### Selected gate families, run 1

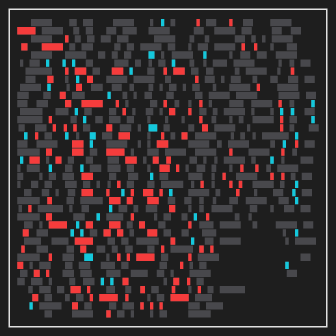
### Sequential cells grouped by signal name, run 1

Other sequential cells in the stronger grey, the rest of the logic in the fainter grey.
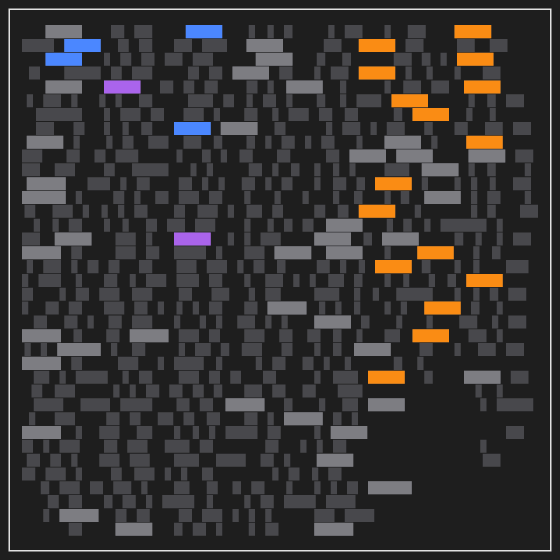
### Clock wiring as the flow saved it, run 1

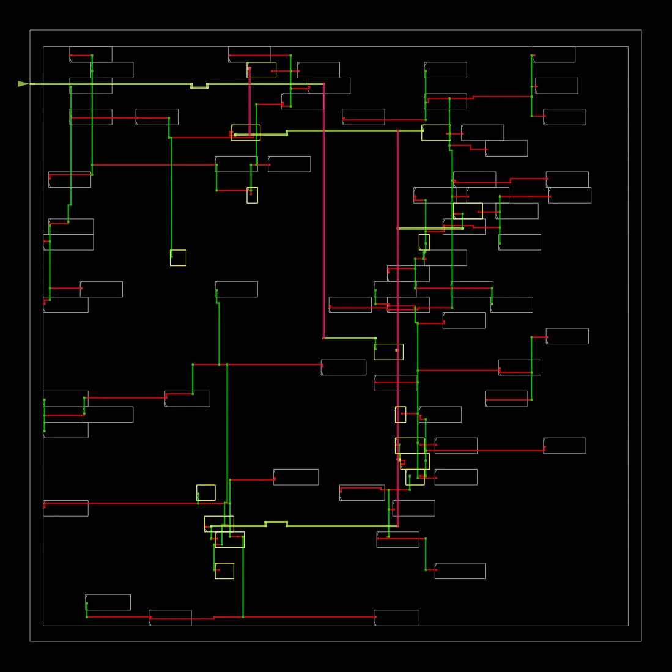
### Metal 1, run 1

Supply wires on this layer in grey.
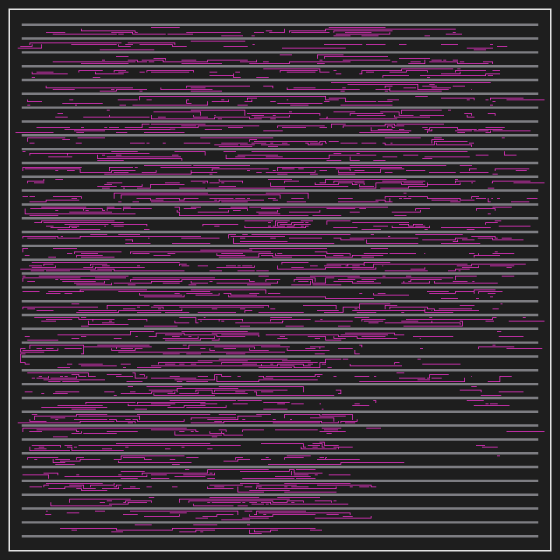
## src/rtl/seg_scan_controller.sv

```systemverilog
// seg_scan_controller
// Time-multiplexes one BCD-to-7-segment decoder across DIGITS digits.
// The displayed value is double-buffered: LOAD fills a pending register,
// and that register is promoted to the active register on the last cycle
// of a frame. Leading zeros are suppressed through the decoder's ripple
// blanking input. Each digit slot starts with a guard interval in which
// every digit enable is off, which prevents ghosting.
module seg_scan_controller #(
  parameter int DIGITS   = 4,
  parameter int PRESCALE = 50000,
  parameter int GUARD    = 2
) (
  input  logic                  CLK,
  input  logic                  RST,
  input  logic                  LOAD,
  input  logic [4*DIGITS-1:0]   VALUE,
  input  logic                  LAMP_TEST,
  input  logic                  BLANK_EN,
  output logic [3:0]            BCD_OUT,
  output logic                  LT_OUT,
  output logic                  RBI_OUT,
  output logic [DIGITS-1:0]     DIG_EN,
  output logic                  FRAME_DONE,
  output logic                  ERR
);

  localparam int SLOT_W = (PRESCALE > 1) ? $clog2(PRESCALE) : 1;
  localparam int IDX_W  = $clog2(DIGITS);

  localparam logic [SLOT_W-1:0] SLOT_LAST = SLOT_W'(PRESCALE - 1);
  localparam logic [SLOT_W-1:0] SLOT_ON   = SLOT_W'(GUARD);
  localparam logic [IDX_W-1:0]  IDX_TOP   = IDX_W'(DIGITS - 1);

  typedef enum logic {
    PH_GUARD = 1'b0,
    PH_ON    = 1'b1
  } phase_e;

  // With no guard interval a slot is lit from its first cycle onward.
  localparam phase_e PH_RESET = (GUARD == 0) ? PH_ON : PH_GUARD;

  logic [SLOT_W-1:0]   slot_q, slot_d;
  logic [IDX_W-1:0]    idx_q, idx_d;
  phase_e              phase_q, phase_d;
  logic [4*DIGITS-1:0] pending_q, pending_d;
  logic [4*DIGITS-1:0] active_q, active_d;
  logic [3:0]          bcd_q, bcd_d;
  logic                rbi_q, rbi_d;
  logic                lt_q, lt_d;
  logic [DIGITS-1:0]   dig_en_q, dig_en_d;
  logic                fd_q, fd_d;
  logic                err_q, err_d;

  // True when any nibble of v is not a valid BCD digit.
  function automatic logic has_bad_nibble(input logic [4*DIGITS-1:0] v);
    logic bad;
    bad = 1'b0;
    for (int i = 0; i < DIGITS; i++) begin
      if (v[4*i +: 4] > 4'd9) bad = 1'b1;
    end
    return bad;
  endfunction

  // True when every nibble more significant than position idx is zero.
  function automatic logic upper_zero(input logic [4*DIGITS-1:0] v,
                                      input logic [IDX_W-1:0]    idx);
    logic z;
    z = 1'b1;
    for (int i = 0; i < DIGITS; i++) begin
      if ((i > int'(idx)) && (v[4*i +: 4] != 4'd0)) z = 1'b0;
    end
    return z;
  endfunction

  // Next-state logic. Every output is registered from the next-state values,
  // so the outputs line up with the slot counter cycle they describe.
  always_comb begin
    slot_d    = (slot_q == SLOT_LAST) ? '0 : slot_q + SLOT_W'(1);

    idx_d     = idx_q;
    if (slot_q == SLOT_LAST) begin
      idx_d = (idx_q == '0) ? IDX_TOP : idx_q - IDX_W'(1);
    end

    phase_d   = phase_q;
    case (phase_q)
      PH_GUARD: if (slot_d == SLOT_ON) phase_d = PH_ON;
      PH_ON:    if ((GUARD != 0) && (slot_d == '0)) phase_d = PH_GUARD;
      default:  phase_d = PH_RESET;
    endcase

    dig_en_d  = '0;
    if (phase_d == PH_ON) dig_en_d[idx_d] = 1'b1;

    fd_d      = (slot_d == SLOT_LAST) && (idx_d == '0);

    pending_d = LOAD ? VALUE : pending_q;

    // The frame's last cycle promotes the buffer; a LOAD on that same
    // cycle bypasses pending so the very next frame shows it.
    active_d  = active_q;
    if (fd_q) active_d = LOAD ? VALUE : pending_q;

    err_d     = err_q | (LOAD & has_bad_nibble(VALUE));

    lt_d      = LAMP_TEST;

    // Digit data and blanking only move at a slot boundary, so the decoder
    // input is stable for the whole slot including the guard interval.
    bcd_d     = bcd_q;
    rbi_d     = rbi_q;
    if (slot_d == '0) begin
      bcd_d = active_d[{idx_d, 2'b00} +: 4];
      rbi_d = BLANK_EN & ~lt_q & (idx_d != '0) & upper_zero(active_d, idx_d);
    end
  end

  // State and output registers with synchronous reset.
  always_ff @(posedge CLK) begin
    if (RST) begin
      slot_q    <= '0;
      idx_q     <= IDX_TOP;
      phase_q   <= PH_RESET;
      pending_q <= '0;
      active_q  <= '0;
      bcd_q     <= '0;
      rbi_q     <= 1'b0;
      lt_q      <= 1'b0;
      dig_en_q  <= '0;
      fd_q      <= 1'b0;
      err_q     <= 1'b0;
    end else begin
      slot_q    <= slot_d;
      idx_q     <= idx_d;
      phase_q   <= phase_d;
      pending_q <= pending_d;
      active_q  <= active_d;
      bcd_q     <= bcd_d;
      rbi_q     <= rbi_d;
      lt_q      <= lt_d;
      dig_en_q  <= dig_en_d;
      fd_q      <= fd_d;
      err_q     <= err_d;
    end
  end

  assign BCD_OUT    = bcd_q;
  assign LT_OUT     = lt_q;
  assign RBI_OUT    = rbi_q;
  assign DIG_EN     = dig_en_q;
  assign FRAME_DONE = fd_q;
  assign ERR        = err_q;

endmodule

```

## config.mk

```make
export PLATFORM = sky130hd
export DESIGN_NAME = seg_scan_controller
export DESIGN_NICKNAME = d
export VERILOG_FILES = /design/src/rtl/seg_scan_controller.sv
export SDC_FILE = /design/constraint.sdc
export NUM_CORES = 1
export LEC_CHECK = 0
export ABC_AREA = 1
export CELL_PAD_IN_SITES_DETAIL_PLACEMENT = 2
export CELL_PAD_IN_SITES_GLOBAL_PLACEMENT = 2
export CORE_MARGIN = 2
export CORE_UTILIZATION = 28
export CTS_CLUSTER_SIZE = 30
export DETAILED_ROUTE_END_ITERATION = 10
export PLACE_DENSITY = 0.79
export SKIP_LAST_GASP = 1
export SLEW_MARGIN = 20
export SYNTH_ARGS = -nofsm -noshare
export SYNTH_HDL_FRONTEND = slang
export SYNTH_SLANG_ARGS = --single-unit
```

## constraint.sdc

```tcl
create_clock -name CLK -period 2.2 [get_ports CLK]
set_clock_uncertainty 0.2 [all_clocks]
set_input_delay 0.44 -clock CLK [delete_from_list [all_inputs] [get_ports CLK]]
set_output_delay 0.44 -clock CLK [all_outputs]
set_load 0.01 [all_outputs]
```

==> flow_summary.ini, run 1 <==
; implementation run metrics
[run_status]
outcome = complete, but fails checks
violations = setup timing

[synthesis]
synth.distinct_cells = 34
async_reset_ff_frac = 0
xor_share = 0.01197
syn_area_um2 = 2928
simple_gate_area_frac = 0.3556
common_cells = nor2_1 (98), nand2_1 (90), dfxtp_1 (63)
ys_seq_share = 0.4308
yosys_cells = 419
synthAoiAreaFrac = 0.07479
synth_top_flop_cell = dfxtp_1
synthAdderAreaFrac = 0.01709
syn_avg_cell_area_um2 = 6.988
largest_area_cell = dfxtp_1
synth-edff-count = 0
logic_family = simple AND/OR/NAND/NOR gates
yosysMostFrequentCell = nor2_1
ys_warn_count = 0
muxShareOfSynthArea = 0.02735
top_cells_by_area = dfxtp_1 (43%), nor2_1 (13%), nand2_1 (12%)
synth_nets = 444
synth_chip_area_um2 = 2928
ys_ff = 63

[setup_path]
cp.required_ps = 2250
path_buffers = 3
crit_top_cell = nor2_1
cp-start-kind = register
crit_family = simple AND/OR/NAND/NOR gates
crit_path_max_incr_delay_ps = 350
cp_max_fo = 5
crit_slowest_cell = dfxtp_2
crit_chain = inv_2 > nor2_2 > nand2_2 > nor2_4 > nand2_4 > buf_6 > o21ai_4 > inv_4 > nand2_4 > nor2_1 > nor2_1 > nand2_2 > nor2_4 > nor2_1
worstSetupEndpointType = register
critPathKind = register to register
cp.arrival_ps = 2460

[timing]
setup_viol = 12
finalCritPeriodShare = 1.092
fin_ws_ps = -202.8
timing.hold.ws_ps = 211.1
hold_viol = 0
rsz0062_at_grt = true
slew_viol_final = 0
final.setup.tns_ps = -1589
tightest_slew_ps = 553.8
period_minus_slack_ps = 2403

[global_route]
grt_start_max_net_pins = 45
grt_pass1_vias = 3615
antenna_found_initial = 0
grt-ovfl-total = 0
grt.total_usage = 0.2320

[final_layout]
buffer_area_frac = 0.2242
seq_area_um2 = 1286
n_all_inverters = 47
nClkBuffers = 9
top_area_cell_class = combinational gates
layout_top_cells = nor2_1 (76), buf_4 (75), nand2_1 (64), dfxtp_1 (49), inv_1 (36)
drive_above_1_share = 0.4144
logic_gates = 296
buffers = 121
comb_area_um2 = 1881
fillerInstances = 1129
fin_area_um2 = 4771
ff_count = 63
clk_share = 0.03619
syn2layout_area_growth_pct = 62.95
nets = 563
antenna_cells = 0

[power_and_ir_drop]
leakagePower_nw = 2.096
p_clk_frac = 0.405
comb-power_uw = 235
power_frac_comb = 0.099
switching_share = 0.2934
power.group.top = sequential cells
p_seq_frac = 0.497
vdd.ir_drop.worst_mv = 0.3140
p_switching_uw = 699.4
power.density_nw_per_um2 = 499.6
p_int_mw = 1.684
power_mw = 2.383

[clock_network]
cts_hold_buf = 0
ctsRootBufferMaster = clkbuf_8
cts_tree = yes
cts_max_level = 3
numCtsBuffers = 9
post_cts_buffers = 21
cts_resized = 77
cts.clk_slew.worst_paths_ps = 80
clk_path_buf_depth = 2

[place]
dp.cells = 627
hpwl_um = 7472
place.gp.congestion = 0.8208
dp_slack_ps = -340.9
placed_area_um2 = 3774

[floorplanning]
ioPinCount = 33
rows = 37
die_area_um2 = 11290
num_tap_cells = 136
die_h_um = 106.3
core_um2 = 10230
die_w_um = 106.3

[detailed_routing]
drt_iter0_markers = 118
post_drt_via_cell_ratio = 4.862
ant_nets = 0
wl_per_cell_um = 22.33
drc = 0
drtPass1Iterations = 4

[flow_run]
drv_cap = 0
warnings = 31

[hold_path]
hold_path.class = primary input to register
Notes on 'Selected gate families' above:
Cyan marks inverters, cells 47. Red marks NAND gates, cells 125, where spread over the die.
fin cells: 679
Comb/total area: 0.3942
most numerous logic cell after layout: nor2_1

Notes on 'Sequential cells grouped by signal name' above:
Blue marks `DIG_EN`, sequential cells 4, where north-west. Purple marks `idx_q`, sequential cells 2. Orange marks `pending_q`, sequential cells 16.
seq pwr: 1.18 mW
fraction of area in registers: 0.2696
final core utilization: 0.4663

Notes on 'Clock wiring as the flow saved it' above:
worst skew pair latency: 360 ps
Clock Sinks: 63
Clk. pwr: 965 µW

Notes on 'Metal 1' above:
The wires run mostly horizontal. The layer carries 6,250 µm of wire.
WL final: 15,160 µm
Global Route met1 Usage: 0.2693
Vias: 3,301

-- run 1: routing by layer --
layer,GRT usage,share of wire,vias up
li1,-,-,1535
met1,0.2693,0.41,1653
met2,0.4231,0.51,75
met3,0.03801,0.037,38
met4,0.09023,0.037,0
met5,0,0,-
-- run 1: flip-flops by register name, indices dropped and copies added, names as in the netlist --
name        flops
active_q       16
pending_q      16
slot_q         16
BCD_OUT         4
DIG_EN          4
idx_q           2
ERR             1
FRAME_DONE      1
LT_OUT          1
RBI_OUT         1
phase_q         1
-- run 1: path summary, 6_finish.rpt --
kind / depth (start not counted) / endpoint / slack, ps / start
worst min-delay path: 2 / slot_q[3] / 210 / RST
worst max-delay path: 14 / BCD_OUT[1] / -200 / slot_q[15]
worst max register to register: 14 / BCD_OUT[1] / -200 / slot_q[15]
worst min register to register: 2 / ERR / 260 / ERR
--- run 2 (diff from run 1) ---
Settings changed: CAP_MARGIN set to 20.
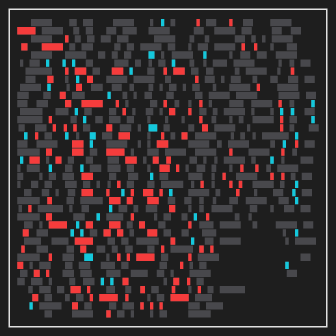
*Selected gate families, run 2*
Red marks NAND gates, cells 125, where spread over the die. Cyan marks inverters, cells 47.

==> run 2 against run 1 <==
- the run still ends with setup timing left
- sequential cell count stayed put
- setup slack unchanged
- fmax unchanged
- die size stayed put
- power unchanged
- critical path depth is the same
- area after synthesis unchanged
- non-clock buffer count unchanged
- synthesized cell count unchanged
- worst hold slack unchanged
- utilization unchanged
- critical path type unchanged
- largest power group unchanged
==> flow_summary.ini, run 2 <==
; implementation run metrics
[synthesis]
syn_area_um2 = 2928
yosys_cells = 419
xor_share = 0.01197
ys_seq_share = 0.4308
top_cells_by_area = dfxtp_1 (43%), nor2_1 (13%), nand2_1 (12%)
largest_area_cell = dfxtp_1
muxShareOfSynthArea = 0.02735
common_cells = nor2_1 (98), nand2_1 (90), dfxtp_1 (63)
logic_family = simple AND/OR/NAND/NOR gates
ys_warn_count = 0
synth_top_flop_cell = dfxtp_1
ys_ff = 63
syn_avg_cell_area_um2 = 6.988
yosysMostFrequentCell = nor2_1
synth.distinct_cells = 34

[detailed_routing]
post_drt_via_cell_ratio = 4.862
routed_wl_um = 15160
wl_per_cell_um = 22.33
ant_nets = 0
drc = 0
drtPass1Iterations = 4

[global_route]
grt_pass1_vias = 3615
grt.total_usage = 0.2320
antenna_found_initial = 0
grt_start_max_net_pins = 45

[setup_path]
crit_family = simple AND/OR/NAND/NOR gates
crit_chain = inv_2 > nor2_2 > nand2_2 > nor2_4 > nand2_4 > buf_6 > o21ai_4 > inv_4 > nand2_4 > nor2_1 > nor2_1 > nand2_2 > nor2_4 > nor2_1
cp-start-kind = register
crit_top_cell = nor2_1
worst-r2r-cell-count = 14
r2r-start = slot_q[15]
crit_slowest_cell = dfxtp_2
path_buffers = 3
worstSetupEndpointType = register
r2r_end = BCD_OUT[1]
endpoint = BCD_OUT[1]
cp.arrival_ps = 2460
r2r_slack_ps = -200
cp.required_ps = 2250

[clock_network]
cts_hold_buf = 0
ctsRootBufferMaster = clkbuf_8
cts.sinks = 63
clk_path_buf_depth = 2
cts_max_level = 3
cts_tree = yes
numCtsBuffers = 9
worstSkewPairLatency_ps = 360

[flow_run]
warnings = 31
drv_cap = 0

[run_status]
violations = setup timing
outcome = complete, but fails checks

[hold_path]
hold_depth = 2
hold_path.class = primary input to register
hold_start = RST

[place]
dp.cells = 627
place.gp.congestion = 0.8208
dp_slack_ps = -340.9
hpwl_um = 7472

[timing]
rsz0062_at_grt = true
setup_viol = 12
timing.hold.ws_ps = 211.1
fin_ws_ps = -202.8
period_minus_slack_ps = 2403
finalCritPeriodShare = 1.092

[power_and_ir_drop]
vdd.ir_drop.worst_mv = 0.3140
p_switching_uw = 699.4
p_seq_frac = 0.497
p_clk_frac = 0.405
comb-power_uw = 235
p_seq_mw = 1.18
power.group.top = sequential cells
power.density_nw_per_um2 = 499.6
power_mw = 2.383

[final_layout]
fillerInstances = 1129
antenna_cells = 0
syn2layout_area_growth_pct = 62.95
drive_above_1_share = 0.4144
reg_top3 = active_q: 16 flops, pending_q: 16 flops, slot_q: 16 flops
layout.cells.most_common = nor2_1
instances_no_fill = 679

[floorplanning]
die_h_um = 106.3
rows = 37
core_um2 = 10230
## run 2: timing repair
item / 4_1_cts / 5_1_grt
buffers inserted: 21 / 15
gates resized: 77 / 81
endpoints found under the hold margin: 0 / 0
pin swaps: 29 / 43
setup endpoints to repair: 11 / 11
cloned: 0 / 1
## run 2: routing by layer
layer | vias to the layer above | GRT usage | wire, µm
li1 | 1535 | - | -
met1 | 1653 | 0.2693 | 6246
met2 | 75 | 0.4231 | 7796
met3 | 38 | 0.03801 | 561
met4 | 0 | 0.09023 | 555
met5 | - | 0 | 0
## run 2: area by class of cell
cell class / instances / share of cell area
Clock buffer: 9 / 0.02596
Clock inverter: 7 / 0.01023
Inverter: 47 / 0.04013
Multi-Input combinational cell: 296 / 0.3942
Sequential cell: 63 / 0.2696
Tap cell: 136 / 0.03567
Timing Repair Buffer: 121 / 0.2242
--- run 3 (diff from run 2) ---
Settings changed: SLEW_MARGIN 20 to not set.
Clock period 2.2 ns to 2.1 ns, I/O delays scaled along.
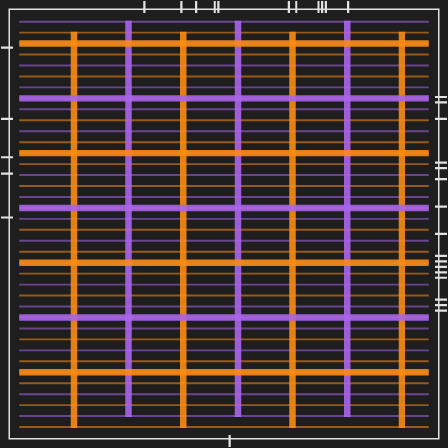
*Floorplan with the power grid, run 3*
Pins as bars on the die edge.
Orange marks VSS. Purple marks VDD.
7 straps on met4. 38 met1 rails follow the rows. The core has 37 rows. 33 signal pins sit on the boundary. 7 straps on met5.
DIE HEIGHT: 106.3 µm
core area: 10,230 µm²
peak supply drop: 0.3422 mV
die width: 106.3 µm

==> run 3 against run 2 <==
- the run still ends with setup timing left
- clock-buffer cell count unchanged
- fmax down 1.6%
- largest power group is now clock
- sequential cell count unchanged
- combinational power up 5%
- die size unchanged
- via count up 4.0%
- highest routed layer unchanged
- area after synthesis unchanged
- worst hold slack better by 37 ps
- final area up 1.8%
- routed wire length up 12%
- setup slack worse by 140 ps
- cell count up 0.59%
==> flow_summary.ini, run 3 <==
; implementation run metrics
[final_layout]
buffer_area_frac = 0.2257
comb-cell-share = 0.3886
logic_gates = 296
seq_area_um2 = 1282
syn2layout_area_growth_pct = 65.85
drive_above_1_share = 0.4351
fin_area_um2 = 4856
reg_top3 = active_q: 16 flops, pending_q: 16 flops, slot_q: 16 flops
antenna_cells = 0
nets = 567
nClkBuffers = 9
comb_area_um2 = 1887
layout.cells.most_common = buf_4
layout_top_cells = buf_4 (79), nor2_1 (73), nand2_1 (56), dfxtp_1 (52), inv_1 (37)
fillerInstances = 1149
n_all_inverters = 47
sh_seq_area = 0.2641
buffers = 125
fin_util = 0.4746
clk_share = 0.04715
ff_count = 63
top_area_cell_class = combinational gates

[timing]
setup_viol = 11
finalCritPeriodShare = 1.163
hold_viol = 0
slew_viol_final = 0
timing.hold.ws_ps = 247.7
fmax_ghz = 0.4094
period_minus_slack_ps = 2443
tightest_slew_ps = 593.0
final.setup.tns_ps = -3325
fin_ws_ps = -342.8

[detailed_routing]
drt_iter0_markers = 121
routed_wl_um = 17020
num_vias = 3433
drc = 0
wl_per_cell_um = 24.91
post_drt_via_cell_ratio = 5.026
drtPass1Iterations = 5
ant_nets = 0

[clock_network]
clk_path_buf_depth = 2
cts.clk_slew.worst_paths_ps = 90
numCtsBuffers = 9
cts_resized = 97
cts.sinks = 63
cts_tree = yes
post_cts_buffers = 22
worstSkewPairLatency_ps = 370
cts_max_level = 3
cts_hold_buf = 0

[synthesis]
synth_nets = 444
simple_gate_area_frac = 0.3556
ys_warn_count = 0
yosysMostFrequentCell = nor2_1
largest_area_cell = dfxtp_1
synth_chip_area_um2 = 2928
async_reset_ff_frac = 0
xor_share = 0.01197
synthAdderAreaFrac = 0.01709
muxShareOfSynthArea = 0.02735
logic_family = simple AND/OR/NAND/NOR gates
syn_avg_cell_area_um2 = 6.988
synth.distinct_cells = 34
ys_seq_share = 0.4308
top_cells_by_area = dfxtp_1 (43%), nor2_1 (13%), nand2_1 (12%)
ys_ff = 63
synth-edff-count = 0
common_cells = nor2_1 (98), nand2_1 (90), dfxtp_1 (63)

[setup_path]
path_buffers = 4
crit_family = simple AND/OR/NAND/NOR gates
cp-start-kind = register
critPathKind = register to register
cp.arrival_ps = 2520
crit_top_cell = nor2_1
cp.required_ps = 2170
crit_slowest_cell = dfxtp_4
crit_path_max_incr_delay_ps = 380

[place]
placed_area_um2 = 3856
hpwl_um = 7923
place.gp.congestion = 0.7977

[global_route]
antenna_found_initial = 0
grt-ovfl-total = 0
grt_start_max_net_pins = 25
grt_pass1_vias = 3904

[power_and_ir_drop]
power.density_nw_per_um2 = 575.8
power_mw = 2.796
leakagePower_nw = 2.149

[run_status]
violations = setup timing
outcome = complete, but fails checks

[floorplanning]
num_tap_cells = 136
die_area_um2 = 11290
rows = 37
ioPinCount = 33
fp_util = 0.2862

[flow_run]
drv_cap = 0
warnings = 30

[hold_path]
hold_path.class = primary input to register
run 3: path summary, 6_finish.rpt:
path | startpoint | to | cells past startpoint | slack, ps
hold / removal | RST | FRAME_DONE | 4 | 250
setup reg to reg | slot_q[0] | BCD_OUT[1] | 15 | -340
hold reg to reg | ERR | ERR | 2 | 270
setup / recovery | slot_q[0] | BCD_OUT[1] | 15 | -340
run 3: routing by layer:
metal	share of wire	track usage	wire (µm)
met1	0.38	0.2766	6447
met2	0.53	0.4835	9048
met3	0.036	0.05457	620
met4	0.053	0.1692	898
met5	0	0	0
run 3: power breakdown:
group          total, mW  switching, mW  leakage, nW  internal (mW)
clock network       1.30          0.620        0.112          0.685
logic              0.246          0.137         1.52          0.109
registers           1.24         0.0202        0.519           1.22
Power and IR drop assume default switching activity.
